===== config.mk =====
export PLATFORM = sky130hd
export DESIGN_NAME = sump_host_initiator
export DESIGN_NICKNAME = d
export VERILOG_FILES = /design/src/rtl/sump_pkg.sv /design/src/rtl/sump_idle_timer.sv /design/src/rtl/sump_host_initiator.sv
export SDC_FILE = /design/constraint.sdc
export NUM_CORES = 1
export LEC_CHECK = 0
export CORE_MARGIN = 4
export CORE_UTILIZATION = 40
export CTS_CLUSTER_SIZE = 14
export DETAILED_ROUTE_END_ITERATION = 10
export MAX_ROUTING_LAYER = met4
export SLEW_MARGIN = 15
export SYNTH_ARGS = -nofsm -noshare
export SYNTH_HDL_FRONTEND = slang
export SYNTH_SLANG_ARGS = --single-unit

===== constraint.sdc =====
create_clock -name cap_clk -period 4.6 [get_ports cap_clk]
set_clock_uncertainty 0.1 [all_clocks]
set_input_delay 0.69 -clock cap_clk [delete_from_list [all_inputs] [get_ports cap_clk]]
set_output_delay 0.69 -clock cap_clk [all_outputs]
set_load 0.02 [all_outputs]

===== src/rtl/sump_pkg.sv =====
// sump_pkg
// Shared definitions for the SUMP host-side command initiator: opcode
// constants, the controller state encoding and the command frame-length rule.
package sump_pkg;

    localparam logic [7:0] OP_RESET          = 8'h00;
    localparam logic [7:0] OP_ARM            = 8'h01;
    localparam logic [7:0] OP_ID             = 8'h02;
    localparam logic [7:0] OP_SET_DIVIDER    = 8'h80;
    localparam logic [7:0] OP_SET_TRIG_MASK  = 8'hC0;
    localparam logic [7:0] OP_SET_TRIG_VALUE = 8'hC1;

    typedef enum logic [2:0] {
        ST_IDLE,
        ST_LOAD,
        ST_WAIT_HI,
        ST_WAIT_LO,
        ST_RECV,
        ST_FINISH
    } state_t;

    // Long commands (bit7 set) carry a 32-bit argument. RESET is also sent
    // as five bytes so a device stuck mid-long-command is flushed.
    function automatic logic [2:0] frame_len(input logic [7:0] op);
        return (op[7] || (op == OP_RESET)) ? 3'd5 : 3'd1;
    endfunction

endpackage


===== src/rtl/sump_idle_timer.sv =====
// sump_idle_timer
// Receive-inactivity timer. Down-counter reloaded on clr, decremented while
// tick is high, saturating at zero; expired is the terminal-count compare.
// Ports:
//   cap_clk  - clock
//   rst_n    - asynchronous active-low reset
//   clr      - reload the counter (command accept, every received byte)
//   tick     - count enable (receive phase only)
//   expired  - counter has reached terminal count
module sump_idle_timer #(
    parameter int unsigned IDLE_TIMEOUT = 83_400
) (
    input  logic cap_clk,
    input  logic rst_n,
    input  logic clr,
    input  logic tick,
    output logic expired
);

    localparam int CW = $clog2(IDLE_TIMEOUT);
    // Two cycles are consumed after terminal count (the FINISH state and the
    // registered DONE), so loading IDLE_TIMEOUT-2 lands DONE exactly
    // IDLE_TIMEOUT cycles after the last received byte.
    localparam logic [CW-1:0] LOAD_VAL = CW'(IDLE_TIMEOUT - 2);

    logic [CW-1:0] cnt;

    always_ff @(posedge cap_clk or negedge rst_n) begin
        if (!rst_n) begin
            cnt <= '0;
        end else if (clr) begin
            cnt <= LOAD_VAL;
        end else if (tick && (cnt != '0)) begin
            cnt <= cnt - CW'(1);
        end
    end

    assign expired = (cnt == '0);

endmodule


===== src/rtl/sump_host_initiator.sv =====
// sump_host_initiator
// Sends one SUMP command frame byte-by-byte to a UART transmitter, then
// collects the expected response (ARM: sample block, ID: metadata string),
// streaming each received byte out with its index.
// Ports:
//   cap_clk, rst_n                  - clock, async active-low reset
//   cmd_valid/cmd_ready/cmd_op/cmd_arg - command handshake and payload
//   tx_data/tx_start/tx_busy        - UART transmit side
//   rx_ready/rx_data                - UART receive side
//   smp_valid/smp_data/smp_index    - received response byte stream
//   rx_count                        - bytes received in current/last response
//   done/timeout                    - end-of-transaction strobes
//   busy                            - inverse of cmd_ready
//
// state     | meaning
// ST_IDLE   | waiting for a command
// ST_LOAD   | present next frame byte, strobe when UART is free
// ST_WAIT_HI| wait for UART to take the byte (busy rises)
// ST_WAIT_LO| wait for UART to finish the byte (busy falls)
// ST_RECV   | collect response bytes until count/terminator/idle timeout
// ST_FINISH | issue DONE (and TIMEOUT if abandoned)
module sump_host_initiator
    import sump_pkg::*;
#(
    parameter int unsigned SAMPLE_DEPTH = 8192,
    parameter int unsigned ID_MAX_BYTES = 32,
    parameter int unsigned IDLE_TIMEOUT = 83_400
) (
    input  logic        cap_clk,
    input  logic        rst_n,
    input  logic        cmd_valid,
    output logic        cmd_ready,
    input  logic [7:0]  cmd_op,
    input  logic [31:0] cmd_arg,
    output logic [7:0]  tx_data,
    output logic        tx_start,
    input  logic        tx_busy,
    input  logic        rx_ready,
    input  logic [7:0]  rx_data,
    output logic        smp_valid,
    output logic [7:0]  smp_data,
    output logic [12:0] smp_index,
    output logic [13:0] rx_count,
    output logic        done,
    output logic        timeout,
    output logic        busy
);

    localparam logic [13:0] ARM_LEN     = 14'(SAMPLE_DEPTH);
    localparam logic [13:0] ID_LEN      = 14'(ID_MAX_BYTES);
    localparam logic [13:0] ID_MIN_ZERO = 14'd16;

    state_t      state;
    logic [7:0]  op_q;
    logic [31:0] arg_q;
    logic [2:0]  byte_idx;
    logic        to_flag;
    logic        expired;
    logic        timer_clr;
    logic [7:0]  frame_byte;
    logic [13:0] rx_next;
    logic        rx_last;

    assign timer_clr = ((state == ST_IDLE) && cmd_valid) ||
                       ((state == ST_RECV) && rx_ready);

    sump_idle_timer #(.IDLE_TIMEOUT(IDLE_TIMEOUT)) u_idle_timer (
        .cap_clk (cap_clk),
        .rst_n   (rst_n),
        .clr     (timer_clr),
        .tick    (state == ST_RECV),
        .expired (expired)
    );

    always_comb begin
        frame_byte = op_q;
        case (byte_idx)
            3'd1:    frame_byte = arg_q[7:0];
            3'd2:    frame_byte = arg_q[15:8];
            3'd3:    frame_byte = arg_q[23:16];
            3'd4:    frame_byte = arg_q[31:24];
            default: frame_byte = op_q;
        endcase
        if (op_q == OP_RESET) frame_byte = 8'h00;
    end

    // ID terminator: first 0x00 at index >= 16, else the byte cap.
    always_comb begin
        rx_next = rx_count + 14'd1;
        rx_last = ((op_q == OP_ARM) && (rx_next == ARM_LEN)) ||
                  ((op_q == OP_ID) && ((rx_next == ID_LEN) ||
                   ((rx_data == 8'h00) && (rx_count >= ID_MIN_ZERO))));
    end

    always_ff @(posedge cap_clk or negedge rst_n) begin
        if (!rst_n) begin
            state     <= ST_IDLE;
            op_q      <= '0;
            arg_q     <= '0;
            byte_idx  <= '0;
            to_flag   <= 1'b0;
            tx_data   <= '0;
            tx_start  <= 1'b0;
            smp_valid <= 1'b0;
            smp_data  <= '0;
            smp_index <= '0;
            rx_count  <= '0;
            done      <= 1'b0;
            timeout   <= 1'b0;
        end else begin
            tx_start  <= 1'b0;
            smp_valid <= 1'b0;
            done      <= 1'b0;
            timeout   <= 1'b0;
            case (state)
                ST_IDLE: begin
                    if (cmd_valid) begin
                        op_q     <= cmd_op;
                        arg_q    <= cmd_arg;
                        byte_idx <= '0;
                        rx_count <= '0;
                        to_flag  <= 1'b0;
                        state    <= ST_LOAD;
                    end
                end
                ST_LOAD: begin
                    tx_data <= frame_byte;
                    if (!tx_busy) begin
                        tx_start <= 1'b1;
                        state    <= ST_WAIT_HI;
                    end
                end
                ST_WAIT_HI: begin
                    if (tx_busy) state <= ST_WAIT_LO;
                end
                ST_WAIT_LO: begin
                    if (!tx_busy) begin
                        if ((byte_idx + 3'd1) < frame_len(op_q)) begin
                            byte_idx <= byte_idx + 3'd1;
                            state    <= ST_LOAD;
                        end else if ((op_q == OP_ARM) || (op_q == OP_ID)) begin
                            state <= ST_RECV;
                        end else begin
                            state <= ST_FINISH;
                        end
                    end
                end
                ST_RECV: begin
                    if (rx_ready) begin
                        smp_valid <= 1'b1;
                        smp_data  <= rx_data;
                        smp_index <= rx_count[12:0];
                        rx_count  <= rx_next;
                        if (rx_last) state <= ST_FINISH;
                    end
                    // A byte arriving on the expiry cycle is still emitted above.
                    if (expired) begin
                        to_flag <= 1'b1;
                        state   <= ST_FINISH;
                    end
                end
                ST_FINISH: begin
                    done    <= 1'b1;
                    timeout <= to_flag;
                    state   <= ST_IDLE;
                end
                default: state <= ST_IDLE;
            endcase
        end
    end

    assign cmd_ready = (state == ST_IDLE);
    assign busy      = ~cmd_ready;

endmodule


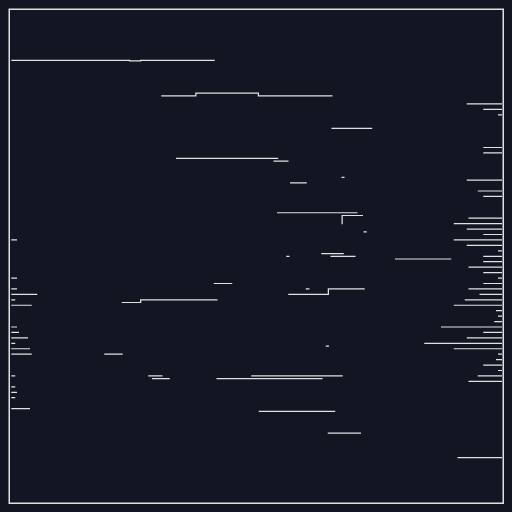
**Above:** run 1 (metal 3).
Scale: 4 px per µm.
- nets with wire on the layer: 70
- share of all routed wire: 4.8%
GR Layer Usage met3: 3.84%
vias post-DR: 4188

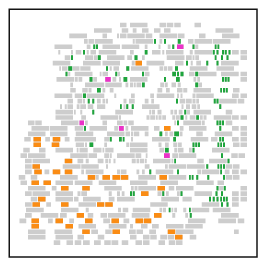
**Above:** run 1 (gate-type map).
Scale: 2 px per µm.
- magenta: non-inverting ao/oa cells (cells 5; where center)
- green: nand cells (cells 120)
- orange: mux cells (cells 41)
fraction of area in multi-input gates: 34.8%
most numerous logic cell after layout: dfrtp_1
non-filler instance count after layout: 793

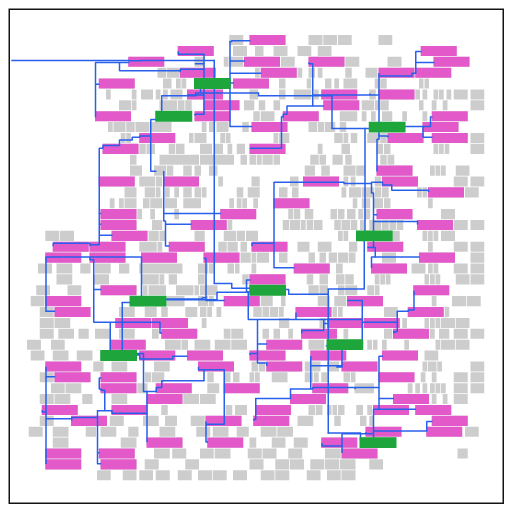
**Above:** run 1 (clock distribution).
Scale: 4 px per µm.
- green: clock-net drivers (count 9)
- magenta: flip-flops (count 111)
- blue: clock wires (length 1410 µm)
- routed clock nets: 10
clock share of power: 23.6%
Clock net power: 0.805 mW

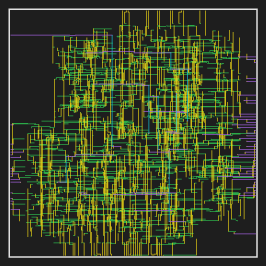
**Above:** run 1 (signal wires by layer).
Scale: 2 px per µm.
- yellow: M2 (wire length 6020 µm)
- cyan: M4 (wire length 207 µm)
- green: M1 (wire length 6010 µm)
- purple: M3 (wire length 615 µm)
GRT Total Usage: 18.8%
wire length per cell: 16.2 µm
total routed wirelength: 12800 µm

==> run 1: logic make-up (layout without fill, tap and decap cells) <==
| logic type | count (synthesis) | in the layout |
|---|---|---|
| simple gates | 203 | 203 |
| flops | 111 | 111 |
| compound gates | 103 | 103 |
| buf+inv | 43 | 137 |
| mux | 41 | 41 |
| xor+xnor | 17 | 17 |
| fa+ha+maj | 9 | 9 |
==> run 1: final cells by class <==
cell class	count	area [µm²]	share of cell area (%)
Sequential cell	111	2780	41.1
Tap cell	172	215	3.18
Clock buffer	10	239	3.54
Timing Repair Buffer	106	1050	15.5
Multi-Input combinational cell	373	2350	34.8
Clock inverter	6	68.8	1.02
Inverter	15	56.3	0.833
==> results.toml, run 1 <==
# implementation run metrics
[synthesis]
edf_count = 0
async_flop_share_pct = 100
aoi_share_pct = 12.4
ys_sh_adder_pct = 2.12
ys_seq_share_pct = 52.4
syn_inst = 527
yosys-top-cells-count = "dfrtp_1, nand2_1, o21ai_0, mux2_2, nor2_1"
ys_types = 52
post-synth-top-count-cell = "dfrtp_1"
top_area_cell = "dfrtp_1"

[cells_and_area]
syn_to_final_growth_pct = 27.5
final_cell_mix = "dfrtp_1, clkdlybuf4s50_1, nand2_1"

[power]
seqPwrFrac_pct = 42.8
switching_power_mw = 1.17
p_total_mw = 3.41
cellLeakagePower_nw = 2.83
pg_seq_mw = 1.46

[floorplanning]
fp-utilization_pct = 41.5
num_io_pins = 102
die_y_um = 123

[cts]
cts_max_level = 3
hold_buffers = 0
numCtsBuffers = 9
clk_pin_slew_ns = 0.07
cts_sinks = 111
post-cts-setup-buffer-count = 0
clock.latency.late_pin_ns = 0.35
clock_path_buffers = 2

[status]
status = "completed"

[place]
place_worst_setup_slack_ns = 1.32
placed_area_mm2 = 0.00645
gp_congestion = 0.838

[global_route]
top_usage_layer = "met2"
grt_overflow = 0
met2_usage_pct = 28.6
antenna_found_initial = 0

[worst_setup_path]
worst-path-buf-inv = 1
crit_fanout = 10
critPathMaxStageDelay_ns = 0.68
reg2reg_to = "u_idle_timer.cnt[1]"
endpoint = "cmd_ready"

[final_timing]
min_period_ns = 2.69
setup_slack_ns = 1.91
finalHoldViolations = 0
hold_slack_ns = 0.186
final-setup-viol-count = 0

[route]
wl_met3_um = 614

[min_path]
hp-class = "input pin to asynchronous set/reset pin"
**Run 1: clock routing**

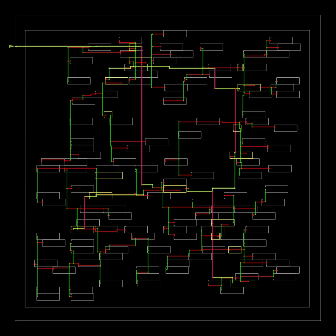

==> inputs of run 2 (changes only) <==
clock period = 2.8 ns   (was 4.6 ns; I/O delays follow)
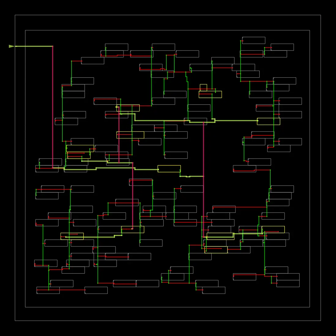
**Above:** run 2 (clock routing).
clk_buf instances: 9
CTS Buf Count: 9
registers: 111
Worst-Skew Late Latency: 0.36 ns

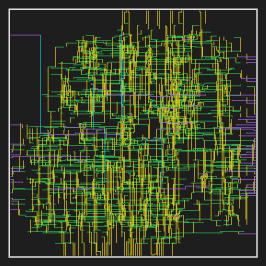
**Above:** run 2 (signal wires by layer).
Scale: 2 px per µm.
- green: M1 (wire length 6090 µm)
- purple: M3 (wire length 604 µm)
- cyan: M4 (wire length 209 µm)
- yellow: M2 (wire length 6020 µm)
total routed wirelength: 12900 µm
vias post-DR: 4184
wire length per cell: 16.3 µm

==> run 2 against run 1 <==
Wire length grew 0.61%. Power grew 68%. Worst hold slack gained 0.19 ns. Combinational power grew 67%. Clock power grew 76%. Critical path depth is the same. Worst setup slack lost 1.6 ns. Global-route usage shrank 0.45 points. Critical endpoint unchanged. Largest power group unchanged.
==> results.toml, run 2 <==
# implementation run metrics
[cells_and_area]
fillers = 1162
final_cell_mix = "dfrtp_1, clkdlybuf4s50_1, nand2_1"
buf_share_pct = 16.3
antennaDiodeCount = 0
area_dominant_class = "flip-flops and latches"
lay_top_count = "dfrtp_1"
num-multi-input-gates = 373
comb_share_pct = 34.4
clk_share_pct = 4.72
finalNonFillerCells = 795
fin_nets = 683
logic_area_mm2 = 0.00235
seq_share_pct = 40.6
syn_to_final_growth_pct = 29.0
flop_area_mm2 = 0.00278
buffers_excl_clock = 111

[synthesis]
post-synth-top-count-cell = "dfrtp_1"
edf_count = 0
yosys-top-cells-count = "dfrtp_1, nand2_1, o21ai_0, mux2_2, nor2_1"
top_area_cell = "dfrtp_1"
ys_sh_adder_pct = 2.12
async_flop_share_pct = 100
netlist_area_mm2 = 0.00530
ys_types = 52
ys_seq_share_pct = 52.4
aoi_share_pct = 12.4

[cts]
cts_sinks = 111
clk_pin_slew_ns = 0.07
post-cts-setup-buffer-count = 0
hold_buffers = 1
clock_path_buffers = 2

[floorplanning]
die_y_um = 123
fp-utilization_pct = 41.5
num_io_pins = 102
taps = 172

[global_route]
antenna_found_initial = 0
grt_pass1_wl_um = 21100

[final_timing]
min_period_ns = 2.51
final-setup-viol-count = 0
hold_slack_ns = 0.373

[worst_setup_path]
critPathMaxStageDelay_ns = 0.70
worst-path-buf-inv = 1
reg2reg_to = "byte_idx[1]"
endpoint = "cmd_ready"

[place]
placed_area_mm2 = 0.00650
gp_congestion = 0.821

[status]
status = "completed"

[power]
cellLeakagePower_nw = 2.86
p_total_mw = 5.74

[min_path]
hp-class = "flip-flop to flip-flop"
[run 2: routing by layer]
layer	global-route usage, %	vias to the layer above	share of wire [%]
met5	-	-	0
met4	5.95	0	1.6
met3	4.25	14	4.7
met2	27.9	88	47
met1	24.4	2042	47
li1	-	2040	-
[run 2: stage by stage]
step / utilization (%) / setup WS [ns]
5_1_grt: 53.5 / 0.173
3_3_place_gp: 50.9 / 0.473
3_5_place_dp: 50.9 / 0.397
2_1_floorplan: - / 0.384
6_report: 53.5 / 0.287
4_1_cts: 53.5 / 0.277
[run 2: where the power goes]
part	internal, mW	switching [mW]
Combinational	0.906	1.02
Clock	0.859	0.563
Sequential	2.06	0.332
Total	3.83	1.91
[run 2: worst min-delay path, stage by stage, from the launching register on]
cell and delay, ns:
dfrtp_1 0.34, nand2_1 0.05, nand2_1 0.05
**Run 2: metal 3**

Scale: 4 px per µm.
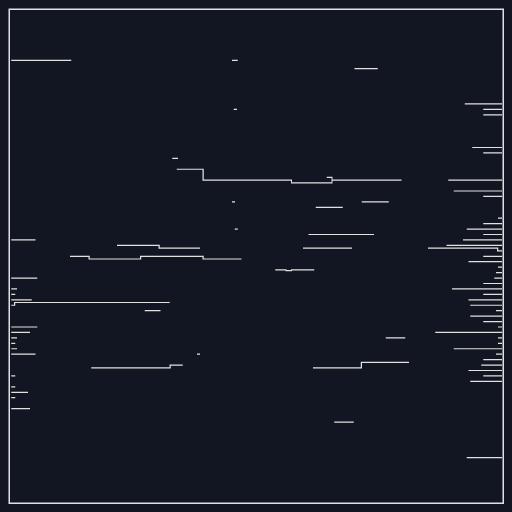

==> inputs of run 3 (changes only) <==
CAP_MARGIN = 20   (was not set)
CORE_ASPECT_RATIO = 0.5   (was not set)
CORE_UTILIZATION = 52   (was 40)
PLACE_DENSITY = 0.8   (was not set)
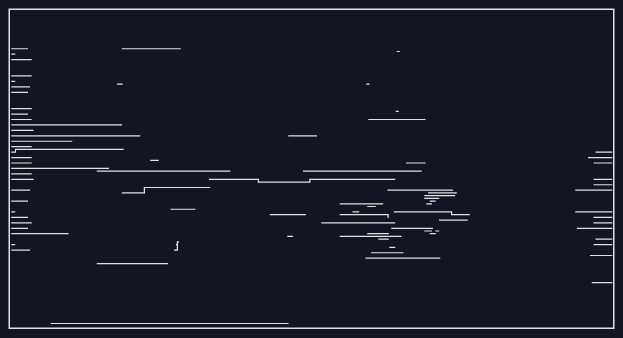
**Above:** run 3 (metal 3).
Scale: 4 px per µm.
- main direction: horizontal
- share of all routed wire: 5.9%
GR Layer Usage met3: 6.35%
vias post-DR: 4311

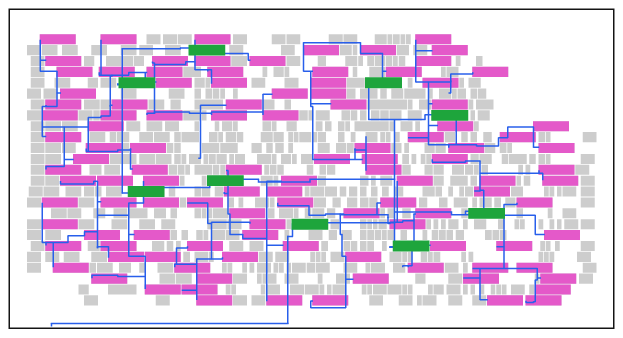
**Above:** run 3 (clock distribution).
Scale: 4 px per µm.
- green: clock-net drivers (count 9)
- magenta: flip-flops (count 111)
- blue: clock wires (length 1270 µm)
- routed clock nets: 10
Worst-Skew Late Latency: 0.35 ns
Clock net power: 1.26 mW
clock share of power: 22.6%

==> run 3 against run 2 <==
Worst hold slack better by 0.0026 ns. Register-to-register slack got worse by 0.098 ns. Synthesized area is the same. Combinational power about the same. Design area fell by 1.0%. Fmax shrank 0.19%. Clock-buffer cell count is 2 higher. Power down 2.9%. Final cell count shrank 4.2%. Critical path type is now flip-flop to flip-flop. Largest power group unchanged. Highest routed layer unchanged.
==> results.toml, run 3 <==
# implementation run metrics
[synthesis]
edf_count = 0
ys_types = 52

[power]
swShare_pct = 34.8
power_leader = "sequential cells"
combPwrFrac_pct = 34.5
seqPwrFrac_pct = 42.9
pg_seq_mw = 2.39
p_total_mw = 5.58

[final_timing]
hold_slack_ns = 0.376
setup_slack_ns = 0.282
min_period_ns = 2.52

[route]
wirelength_um = 12700
wl_met3_um = 753
wl_met1_um = 5630

[cts]
post-cts-setup-buffer-count = 0
hold_buffers = 1
clock_path_buffers = 2
numCtsBuffers = 9

[cells_and_area]
antennaDiodeCount = 0
finalNonFillerCells = 762
fin_nets = 684
syn_to_final_growth_pct = 27.7
fillers = 745

[min_path]
hp-class = "flip-flop to flip-flop"

[floorplanning]
num_io_pins = 102

[worst_setup_path]
worst-path-buf-inv = 0
endpoint = "u_idle_timer.cnt[5]"
critPathMaxStageDelay_ns = 0.59

[global_route]
antenna_found_initial = 0

[status]
status = "completed"

[place]
gp_congestion = 0.867
## run 3: cell counts after synthesis
Identical to the previous run, type by type.
## run 3: cell families (layout without fill, tap and decap cells)
kind of cell,after synthesis,after routing,share of synthesized area [%]
simple gates,203,203,18.3
flops,111,111,52.4
compound gates,103,103,12.4
buf+inv,43,143,3.23
mux,41,41,8.66
xor+xnor,17,17,2.81
fa+ha+maj,9,9,2.12
## run 3: area by class of cell
class	instances	area (µm²)	share of cell area, %
Tap cell	135	169	2.50
Clock buffer	11	253	3.74
Timing Repair Buffer	112	1120	16.5
Inverter	15	56.3	0.832
Multi-Input combinational cell	373	2350	34.8
Sequential cell	111	2780	41.1
Clock inverter	5	40.0	0.592
Power and IR drop assume default switching activity.
